[config.mk]
export PLATFORM = sky130hd
export DESIGN_NAME = ex_mem_skid_register_flat
export DESIGN_NICKNAME = d
export VERILOG_FILES = /design/src/rtl/ex_mem_skid_register_if.sv /design/src/rtl/ex_mem_skid_register.sv /design/src/flat_wrapper.sv
export SDC_FILE = /design/constraint.sdc
export NUM_CORES = 1
export LEC_CHECK = 0
export ABC_AREA = 1
export CAP_MARGIN = 20
export CELL_PAD_IN_SITES_DETAIL_PLACEMENT = 1
export CELL_PAD_IN_SITES_GLOBAL_PLACEMENT = 2
export CORE_ASPECT_RATIO = 0.75
export CORE_MARGIN = 2
export CORE_UTILIZATION = 25
export CTS_BUF_LIST = sky130_fd_sc_hd__clkbuf_8
export CTS_CLUSTER_DIAMETER = 150
export DETAILED_ROUTE_END_ITERATION = 6
export PLACE_DENSITY_LB_ADDON = 0.2
export RECOVER_POWER = 50
export SLEW_MARGIN = 20
export SYNTH_ARGS = -nofsm -noshare
export SYNTH_HDL_FRONTEND = slang
export SYNTH_SLANG_ARGS = --single-unit
[constraint.sdc]
create_clock -name clock -period 2.55 [get_ports clock]
set_input_delay 0.765 -clock clock [delete_from_list [all_inputs] [get_ports clock]]
set_output_delay 0.765 -clock clock [all_outputs]
set_load 0.01 [all_outputs]
[src/rtl/ex_mem_skid_register_if.sv]
// EX/MEM handshake bundle: execute-side inputs, memory-side outputs and the
// valid/ready pair on each side. The slave modport is the register's own view;
// the master modport is the surrounding pipeline's view.
interface ex_mem_skid_register_if #(
  parameter int DATA_WIDTH     = 32,
  parameter int REG_ADDR_WIDTH = 5
);
  // execute side
  logic                      flush;
  logic                      inValid;
  logic                      inReady;
  logic [2:0]                memControlInput;
  logic [1:0]                wbControlInput;
  logic [DATA_WIDTH-1:0]     aluResultInput;
  logic                      aluZeroInput;
  logic [DATA_WIDTH-1:0]     pcInput;
  logic [DATA_WIDTH-1:0]     registerDataInput;
  logic [REG_ADDR_WIDTH-1:0] writeRegisterInput;

  // memory side
  logic                      outValid;
  logic                      outReady;
  logic                      branch;
  logic                      memRead;
  logic                      memWrite;
  logic [1:0]                wbControlExMem;
  logic [DATA_WIDTH-1:0]     aluResult;
  logic                      aluZero;
  logic [DATA_WIDTH-1:0]     pc;
  logic [DATA_WIDTH-1:0]     registerData;
  logic [REG_ADDR_WIDTH-1:0] writeRegister;
  logic                      branchTaken;
  logic [1:0]                occupancy;

  modport slave (
    input  flush, inValid, memControlInput, wbControlInput, aluResultInput,
           aluZeroInput, pcInput, registerDataInput, writeRegisterInput,
           outReady,
    output inReady, outValid, branch, memRead, memWrite, wbControlExMem,
           aluResult, aluZero, pc, registerData, writeRegister, branchTaken,
           occupancy
  );

  modport master (
    output flush, inValid, memControlInput, wbControlInput, aluResultInput,
           aluZeroInput, pcInput, registerDataInput, writeRegisterInput,
           outReady,
    input  inReady, outValid, branch, memRead, memWrite, wbControlExMem,
           aluResult, aluZero, pc, registerData, writeRegister, branchTaken,
           occupancy
  );
endinterface

[src/rtl/ex_mem_skid_register.sv]
// EX/MEM pipeline register with valid/ready flow control, optional one-entry
// skid buffer and synchronous flush. With SKID_ENABLE=1 inReady comes straight
// from a flop, so a memory-stage stall never forms a combinational path back
// into execute; the skid entry absorbs the one entry already in flight.
//
// state   | meaning
// --------+--------------------------------------------------------------
// S_EMPTY | no entry held, outValid=0, occupancy 0
// S_ONE   | head holds one entry, occupancy 1
// S_FULL  | head and skid both hold entries, inReady=0 (skid mode only)
module ex_mem_skid_register #(
  parameter int DATA_WIDTH     = 32,
  parameter int REG_ADDR_WIDTH = 5,
  parameter bit SKID_ENABLE    = 1'b1
) (
  input logic                   clock,
  input logic                   resetN,
  ex_mem_skid_register_if.slave bus
);

  typedef struct packed {
    logic [2:0]                mem_ctl;    // {branch, memRead, memWrite}
    logic [1:0]                wb_ctl;
    logic [DATA_WIDTH-1:0]     alu_result;
    logic                      alu_zero;
    logic [DATA_WIDTH-1:0]     pc;
    logic [DATA_WIDTH-1:0]     reg_data;
    logic [REG_ADDR_WIDTH-1:0] write_reg;
  } entry_t;

  // Encoding doubles as the occupancy count.
  typedef enum logic [1:0] {
    S_EMPTY = 2'd0,
    S_ONE   = 2'd1,
    S_FULL  = 2'd2
  } state_t;

  state_t r_state;
  state_t w_state_next;
  entry_t r_head;
  entry_t w_skid;
  entry_t w_in_entry;
  logic   r_in_ready;
  logic   w_in_ready;
  logic   w_out_valid;
  logic   w_accept;
  logic   w_drain;
  logic   w_load_head_in;
  logic   w_load_head_skid;
  logic   w_load_skid;

  assign w_in_entry = '{
    mem_ctl:    bus.memControlInput,
    wb_ctl:     bus.wbControlInput,
    alu_result: bus.aluResultInput,
    alu_zero:   bus.aluZeroInput,
    pc:         bus.pcInput,
    reg_data:   bus.registerDataInput,
    write_reg:  bus.writeRegisterInput
  };

  assign w_out_valid = (r_state != S_EMPTY);

  // r_in_ready is 0 in reset and 1 from the first edge after release. In skid
  // mode it is the whole story; in single-register mode it only gates the
  // combinational "head free or leaving" term so reset still forces inReady=0.
  generate
    if (SKID_ENABLE) begin : g_ready_reg
      assign w_in_ready = r_in_ready;
    end else begin : g_ready_comb
      assign w_in_ready = r_in_ready & (!w_out_valid | bus.outReady);
    end
  endgenerate

  assign w_accept = bus.inValid & w_in_ready;
  assign w_drain  = w_out_valid & bus.outReady;

  // State register and registered inReady (high unless heading into FULL).
  always_ff @(posedge clock or negedge resetN) begin
    if (!resetN) begin
      r_state    <= S_EMPTY;
      r_in_ready <= 1'b0;
    end else begin
      r_state    <= w_state_next;
      r_in_ready <= (w_state_next != S_FULL);
    end
  end

  // Next-state and load selection; flush overrides every handshake.
  always_comb begin
    w_state_next     = r_state;
    w_load_head_in   = 1'b0;
    w_load_head_skid = 1'b0;
    w_load_skid      = 1'b0;
    if (bus.flush) begin
      w_state_next = S_EMPTY;
    end else begin
      case (r_state)
        S_EMPTY: begin
          if (w_accept) begin
            w_state_next   = S_ONE;
            w_load_head_in = 1'b1;
          end
        end
        S_ONE: begin
          if (w_accept && w_drain) begin
            w_load_head_in = 1'b1;
          end else if (w_accept) begin
            // Without a skid register inReady already implies drain here.
            if (SKID_ENABLE) begin
              w_state_next = S_FULL;
              w_load_skid  = 1'b1;
            end
          end else if (w_drain) begin
            w_state_next = S_EMPTY;
          end
        end
        S_FULL: begin
          if (w_drain) begin
            w_state_next     = S_ONE;
            w_load_head_skid = 1'b1;
          end
        end
        default: begin
          w_state_next = S_EMPTY;
        end
      endcase
    end
  end

  // Head register: payload presented to the memory stage.
  always_ff @(posedge clock or negedge resetN) begin
    if (!resetN) begin
      r_head <= '0;
    end else if (w_load_head_in) begin
      r_head <= w_in_entry;
    end else if (w_load_head_skid) begin
      r_head <= w_skid;
    end
  end

  generate
    if (SKID_ENABLE) begin : g_skid
      entry_t r_skid;

      // Skid register: catches the entry accepted in the cycle the stall was seen.
      always_ff @(posedge clock or negedge resetN) begin
        if (!resetN) begin
          r_skid <= '0;
        end else if (w_load_skid) begin
          r_skid <= w_in_entry;
        end
      end

      assign w_skid = r_skid;
    end else begin : g_no_skid
      assign w_skid = '0;
    end
  endgenerate

  // Control fields are forced to bubbles when nothing is valid; data fields
  // keep their last value and are meaningless while outValid=0.
  assign bus.inReady        = w_in_ready;
  assign bus.outValid       = w_out_valid;
  assign bus.branch         = w_out_valid & r_head.mem_ctl[2];
  assign bus.memRead        = w_out_valid & r_head.mem_ctl[1];
  assign bus.memWrite       = w_out_valid & r_head.mem_ctl[0];
  assign bus.wbControlExMem = w_out_valid ? r_head.wb_ctl : 2'b00;
  assign bus.branchTaken    = w_out_valid & r_head.mem_ctl[2] & r_head.alu_zero;
  assign bus.aluResult      = r_head.alu_result;
  assign bus.aluZero        = r_head.alu_zero;
  assign bus.pc             = r_head.pc;
  assign bus.registerData   = r_head.reg_data;
  assign bus.writeRegister  = r_head.write_reg;
  assign bus.occupancy      = r_state;

endmodule

[src/flat_wrapper.sv]
// flat-port wrapper written by rule: the top's interface ports become plain ports
module ex_mem_skid_register_flat 
#(
  parameter int DATA_WIDTH     = 32,
  parameter int REG_ADDR_WIDTH = 5,
  parameter bit SKID_ENABLE    = 1'b1
)
  (clock, resetN, bus_flush, bus_inValid, bus_memControlInput, bus_wbControlInput, bus_aluResultInput, bus_aluZeroInput, bus_pcInput, bus_registerDataInput, bus_writeRegisterInput, bus_outReady, bus_inReady, bus_outValid, bus_branch, bus_memRead, bus_memWrite, bus_wbControlExMem, bus_aluResult, bus_aluZero, bus_pc, bus_registerData, bus_writeRegister, bus_branchTaken, bus_occupancy);
  ex_mem_skid_register_if #(.DATA_WIDTH(DATA_WIDTH), .REG_ADDR_WIDTH(REG_ADDR_WIDTH)) bus_i ();
  input logic clock;
  input logic resetN;
  input wire logic [$bits(bus_i.flush)-1:0] bus_flush;
  input wire logic [$bits(bus_i.inValid)-1:0] bus_inValid;
  input wire logic [$bits(bus_i.memControlInput)-1:0] bus_memControlInput;
  input wire logic [$bits(bus_i.wbControlInput)-1:0] bus_wbControlInput;
  input wire logic [$bits(bus_i.aluResultInput)-1:0] bus_aluResultInput;
  input wire logic [$bits(bus_i.aluZeroInput)-1:0] bus_aluZeroInput;
  input wire logic [$bits(bus_i.pcInput)-1:0] bus_pcInput;
  input wire logic [$bits(bus_i.registerDataInput)-1:0] bus_registerDataInput;
  input wire logic [$bits(bus_i.writeRegisterInput)-1:0] bus_writeRegisterInput;
  input wire logic [$bits(bus_i.outReady)-1:0] bus_outReady;
  output wire logic [$bits(bus_i.inReady)-1:0] bus_inReady;
  output wire logic [$bits(bus_i.outValid)-1:0] bus_outValid;
  output wire logic [$bits(bus_i.branch)-1:0] bus_branch;
  output wire logic [$bits(bus_i.memRead)-1:0] bus_memRead;
  output wire logic [$bits(bus_i.memWrite)-1:0] bus_memWrite;
  output wire logic [$bits(bus_i.wbControlExMem)-1:0] bus_wbControlExMem;
  output wire logic [$bits(bus_i.aluResult)-1:0] bus_aluResult;
  output wire logic [$bits(bus_i.aluZero)-1:0] bus_aluZero;
  output wire logic [$bits(bus_i.pc)-1:0] bus_pc;
  output wire logic [$bits(bus_i.registerData)-1:0] bus_registerData;
  output wire logic [$bits(bus_i.writeRegister)-1:0] bus_writeRegister;
  output wire logic [$bits(bus_i.branchTaken)-1:0] bus_branchTaken;
  output wire logic [$bits(bus_i.occupancy)-1:0] bus_occupancy;
  assign bus_i.flush = bus_flush;
  assign bus_i.inValid = bus_inValid;
  assign bus_i.memControlInput = bus_memControlInput;
  assign bus_i.wbControlInput = bus_wbControlInput;
  assign bus_i.aluResultInput = bus_aluResultInput;
  assign bus_i.aluZeroInput = bus_aluZeroInput;
  assign bus_i.pcInput = bus_pcInput;
  assign bus_i.registerDataInput = bus_registerDataInput;
  assign bus_i.writeRegisterInput = bus_writeRegisterInput;
  assign bus_i.outReady = bus_outReady;
  assign bus_inReady = bus_i.inReady;
  assign bus_outValid = bus_i.outValid;
  assign bus_branch = bus_i.branch;
  assign bus_memRead = bus_i.memRead;
  assign bus_memWrite = bus_i.memWrite;
  assign bus_wbControlExMem = bus_i.wbControlExMem;
  assign bus_aluResult = bus_i.aluResult;
  assign bus_aluZero = bus_i.aluZero;
  assign bus_pc = bus_i.pc;
  assign bus_registerData = bus_i.registerData;
  assign bus_writeRegister = bus_i.writeRegister;
  assign bus_branchTaken = bus_i.branchTaken;
  assign bus_occupancy = bus_i.occupancy;
  ex_mem_skid_register #(.DATA_WIDTH(DATA_WIDTH), .REG_ADDR_WIDTH(REG_ADDR_WIDTH), .SKID_ENABLE(SKID_ENABLE)) u_core (.clock(clock), .resetN(resetN), .bus(bus_i));
endmodule
Placed standard cells:
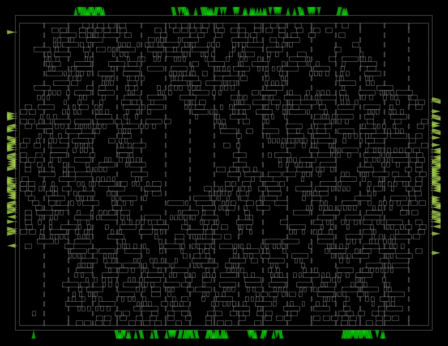
Layout Cells excl Fill: 1865
Util after Layout: 0.331

Clock wires, drivers and flops:
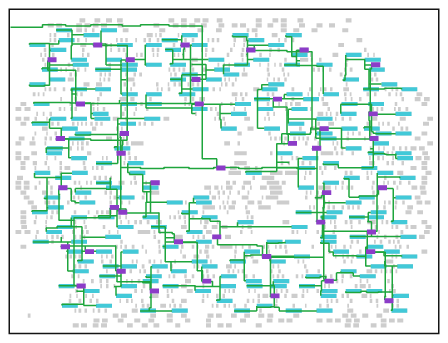
- cyan: flip-flops (count 217)
- purple: cells driving clock nets (count 41)
- green: clock wires (length 3920 um)
- routed clock nets: 42
- flops lie: spread over the die
clock skew: 0.0152 ns
Clk network pwr share: 0.325
Clk power: 0.00328 W

Routed metal, one color a layer:
The bar under the picture is 50 um long.
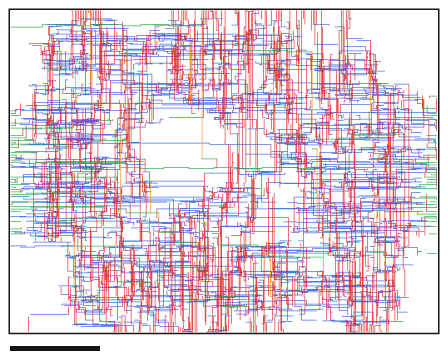
- green: met3 (wire length 1600 um)
- purple: met5 (wire length 27.6 um)
- orange: met4 (wire length 647 um)
- blue: met1 (wire length 17000 um)
- red: met2 (wire length 16700 um)
overall routing resource usage: 0.174
average wire per standard cell: 19.3 um

==> run_results.csv <==
group,metric,value,unit
run_status,outcome,"completed",
power,p_leak,6.24,nW
route,viasPerCell,4.64,
layout,clk_share,0.0578,
global_routing,grt_pass1_vias,9195,
power,p_total,0.0101,W
route,detail-route-antenna-nets,0,
synth,ys_sh_simple,0.343,
layout,fillers,4615,
run,max_cap_viol_count,0,
clock_network,clk_path_buf_depth,3,
floorplan,tap_cells,520,
floorplan,rows,63,
clock_network,clock-sinks,217,
synth,top_logic_kind,"simple AND/OR/NAND/NOR gates",
global_routing,use_met3,0.0357,
synth,synth_warnings,0,
global_routing,grt_pass1_wl,56800,um
layout,seq_area,5430,um2
global_routing,grt.busiest_layer,"met2",
synth,ys_chip_area,10100,um2
global_routing,grt_util_met1,0.237,
setup_path,crit_chain,"nor2_1, buf_6, buf_4, nor2_2, dlygate4sd2_1",
layout,nFlopsAndLatches,217,
layout,buffers,268,
route,vias,8650,
global_routing,globalRouteOverflowTotal,0,
power,ir_drop,228,uV
layout,largest_reg_flops,107,
synth,synthesis.nets,1311,
layout,clockBufferCount,50,
final_timing,rsz0062_at_grt,"false",
final_timing,fin_crit,2.44,ns
layout,comb_area_share,0.267,
setup_path,crit_type,"reg2out",
final_timing,fin_crit_sh,0.958,
route,drtIter0Drc,467,
place,dpl.cell_count,1793,
place,dp_slack,0.107,ns
synth,mux_share,0,
layout,sh_seq_area,0.412,
layout,drive_gt1_frac,0.0811,
Wires at chosen ports, followed through buffers:
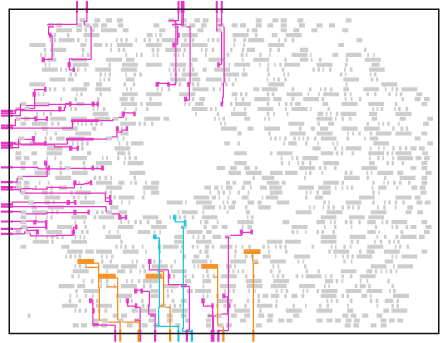
- orange: `bus_writeRegister` (bits 5; direction output; edge bottom; end cells 5; wire 228 um)
- cyan: `bus_wbControlInput` (bits 2; direction input; edge bottom; end cells 4; wire 144 um)
- magenta: `bus_registerDataInput` (bits 32; direction input; edge 18 left, 7 top, 7 bottom; end cells 62; wire 1360 um)

I/O pins on the die edge:
Pins as bars across the die edge, other pins in gray.
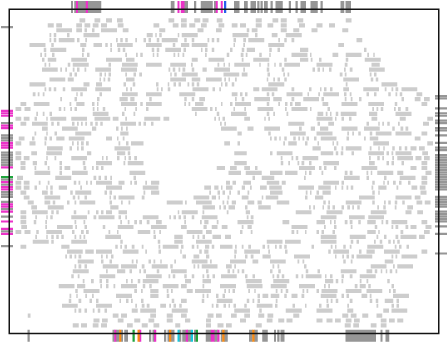
- magenta: `bus_registerDataInput` (pins 32; direction input; edge 18 left, 7 top, 7 bottom)
- blue: `bus_flush` (pins 1; direction input; edge top)
- orange: `bus_writeRegister` (pins 5; direction output; edge bottom)
- green: `bus_memControlInput` (pins 3; direction input; edge 2 bottom, 1 left)
- cyan: `bus_wbControlInput` (pins 2; direction input; edge bottom)
die height: 178 um
die width: 237 um
IO buf count: 223

what timing repair did:
item | 4_1_cts | 5_1_grt
pin swaps | 0 | 0
endpoints found under the setup margin | 7 | 3
gates resized | 10 | 3
buffers inserted | 1 | 2
routing by layer:
| metal | wire length [um] | part of all wire | vias to the layer above |
|---|---|---|---|
| met5 | 27 | 0.00075 | - |
| met4 | 646 | 0.018 | 4 |
| met3 | 1600 | 0.044 | 55 |
| met2 | 16700 | 0.46 | 170 |
| met1 | 17000 | 0.47 | 4311 |
| li1 | - | - | 4110 |
cell usage after synthesis, drive strengths merged:
cell type  number  share of area
buf           147          0.098
nor3b           1        0.00074
nor2           13         0.0085
o21ai           2        0.00099
inv            14         0.0052
dfrtp         217           0.54
nand2         333           0.12
a21oi           3         0.0015
clkbuf         44          0.016
nand3         425           0.21
path summary, 6_finish.rpt:
kind / startpoint / end / slack (ns) / depth (start not counted)
hold / removal: u_core.g_skid.r_skid[40] / u_core.g_skid.r_skid[40] / 0.47 / 2
setup / recovery: u_core.bus.occupancy[1] / bus_wbControlExMem[1] / 0.11 / 5
max in group asynchronous: resetN / u_core.bus.registerData[15] / 0.48 / 2
setup reg to reg: u_core.bus.occupancy[0] / u_core.bus.registerData[26] / 0.40 / 6
min in group asynchronous: resetN / u_core.bus.aluResult[0] / 0.48 / 1
hold reg to reg: u_core.g_skid.r_skid[40] / u_core.g_skid.r_skid[40] / 0.47 / 2
where the power goes:
part / leakage, nW / switching [W] / internal [W]
Sequential: 2.72 / 0.000438 / 0.00420
Combinational: 3.07 / 0.00109 / 0.00108
Clock: 0.447 / 0.00153 / 0.00175
critical path: cells and delay by family (launching register included):
family	cells	cell delay (ns)
flip-flops	1	0.38
buffers and inverters	3	0.57
AND/OR/NAND/NOR	2	0.17
Power and IR drop assume default switching activity.
